==> config.mk <==
export PLATFORM = sky130hd
export DESIGN_NAME = rgb_pwm_driver
export DESIGN_NICKNAME = d
export VERILOG_FILES = /design/src/rtl/rgb_pwm_pkg.sv /design/src/rtl/rgb_pwm_driver_pwm_channel.sv /design/src/rtl/rgb_pwm_driver.sv
export SDC_FILE = /design/constraint.sdc
export NUM_CORES = 1
export LEC_CHECK = 0
export ABC_AREA = 1
export CORE_ASPECT_RATIO = 0.75
export CORE_MARGIN = 5
export CORE_UTILIZATION = 56
export DETAILED_ROUTE_END_ITERATION = 8
export GPL_ROUTABILITY_DRIVEN = 0
export PLACE_DENSITY = 0.86
export SYNTH_ARGS = -nofsm -noshare
export SYNTH_HDL_FRONTEND = slang
export SYNTH_HIERARCHICAL = 1
export SYNTH_SLANG_ARGS = --single-unit
==> constraint.sdc <==
create_clock -name clk -period 3 [get_ports clk]
set_clock_uncertainty 0.2 [all_clocks]
set_input_delay 0.75 -clock clk [delete_from_list [all_inputs] [get_ports clk]]
set_output_delay 0.75 -clock clk [all_outputs]
set_load 0.03 [all_outputs]
**PDN straps and rails**

Drawn at 4 px/micron. Pins as bars on the die edge.
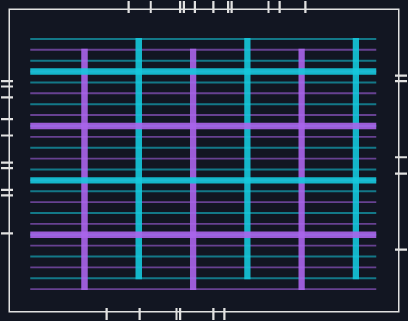
VDD: in cyan. VSS: in purple.
32 signal pins sit on the boundary. 24 met1 rails follow the rows. The core has 23 rows. 4 straps on met5.
core area: 5410 sq um
die width: 97.0 microns

**Wiring by layer**

Drawn at 4 px/micron.
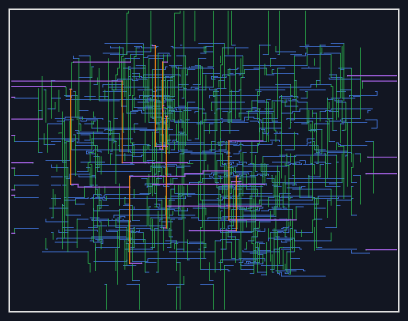
M1: in blue, wire length 2520 microns. M3: in purple, wire length 276 microns. M4: in orange, wire length 174 microns. M2: in green, wire length 2800 microns.
routed length per instance: 13.5 microns
Via Count: 2126
routed wire length: 5780 microns
Tot GR Track Use: 0.180

==> qor.txt <==
Post-synth area hogs - dfrtp_1, mux2_2, ha_1
layout cells sized above 1 - 0.162
Layout Cells excl Fill - 427
hold buffers post-CTS - 0
final instance area - 3710 sq um
CP Cell Sequence - inv_2, clkdlybuf4s50_1
drt pass-1 iters - 4
Largest stage delay, worst path - 0.69 ns
Slew Viols, Final - 0
AO/OA Area Share - 0.0607
Worst Setup Slack post-DPL - 0.601 ns
Worst setup SP type - register
flop share of the area - 0.453
floorplan utilization - 0.587
most frequent cell after synthesis - nand2_1
Area leader share - 0.504
HPWL Detailed - 4090 microns
GRT Residual Overflow - 0
I/O Pins - 32
internal power - 1.28 mW
Yosys chip area - 3180 sq um
Top Layout Cells - nand2_1, dfrtp_1, inv_1
row count - 23
setup tns final - 0 ns
Hold Crit Depth - 1
outcome - finished clean
FF/Latch Area - 1680 sq um
DP Cell Count - 411
Reg2Reg Depth - 7
switch share - 0.209
CTS H-tree depth - 3
top sig layer - met4
worst setup margin - 0.515 ns
Final nets - 397
non-clk buf share - 0.0884
# Taps - 75
count of library flops with an enable pin - 0
I/O Buffers - 31
Synth cell types - 22
vias in the first global route - 2229
peak-usage layer in the global routing report - met2
Clock transition at path regs - 0.07 ns
Worst VDD drop - 0.000321 V
Synth-to-Final Area Change - 16.8%
fin crit period - 2.48 ns
# setup viols final - 0
clkbuf count - 14
Syn Nets - 358
drt first-iter violations - 77
slowest CP cell - clkdlybuf4s50_1
met1 wire length - 2520 microns
delay-heaviest family, CP - buffers and inverters
CP Class - register to output pin
post-synthesis adder-cell area fraction - 0.0906
flip-flops - 67
crit path capture type - output pin
Clock group - 0.660 mW
GR Layer Usage met2 - 0.297
final routed DRC violation total - 0
Max Root-Sink Buffers - 2
CP required - 2.05 ns
Leakage - 1.83 nW
Gate Area - 1290 sq um
first-pass GRT wire length - 10100 microns
R2R Setup Slk - 0.58 ns
Setup Fix Bufs, Post-CTS - 0
Switch Pwr - 0.338 mW
warnings from Yosys - 6
slew of the pin with the lowest slew margin - 0.826 ns
# clock sinks - 67
met3 Use GR - 0.0630
Synth flops - 67
stages on the worst setup path - 2
ys cells - 308
Simple Share, Synth - 0.138
XOR/XNOR Area Share - 0.0189
Seq pwr share - 0.560
asr flop ratio synth - 1.00
Signal buffers - 34
Comb. pwr - 0.0506 mW
Non-clk invs - 39
final core utilization - 0.686
die area - 7300 sq um
Root Buffer - clkbuf_8
mux share - 0.0957
Final Hold Fails - 0
Netlist Area Pre-Place - 3180 sq um
Power figures rest on the tool's default switching activity, not on a simulated workload.
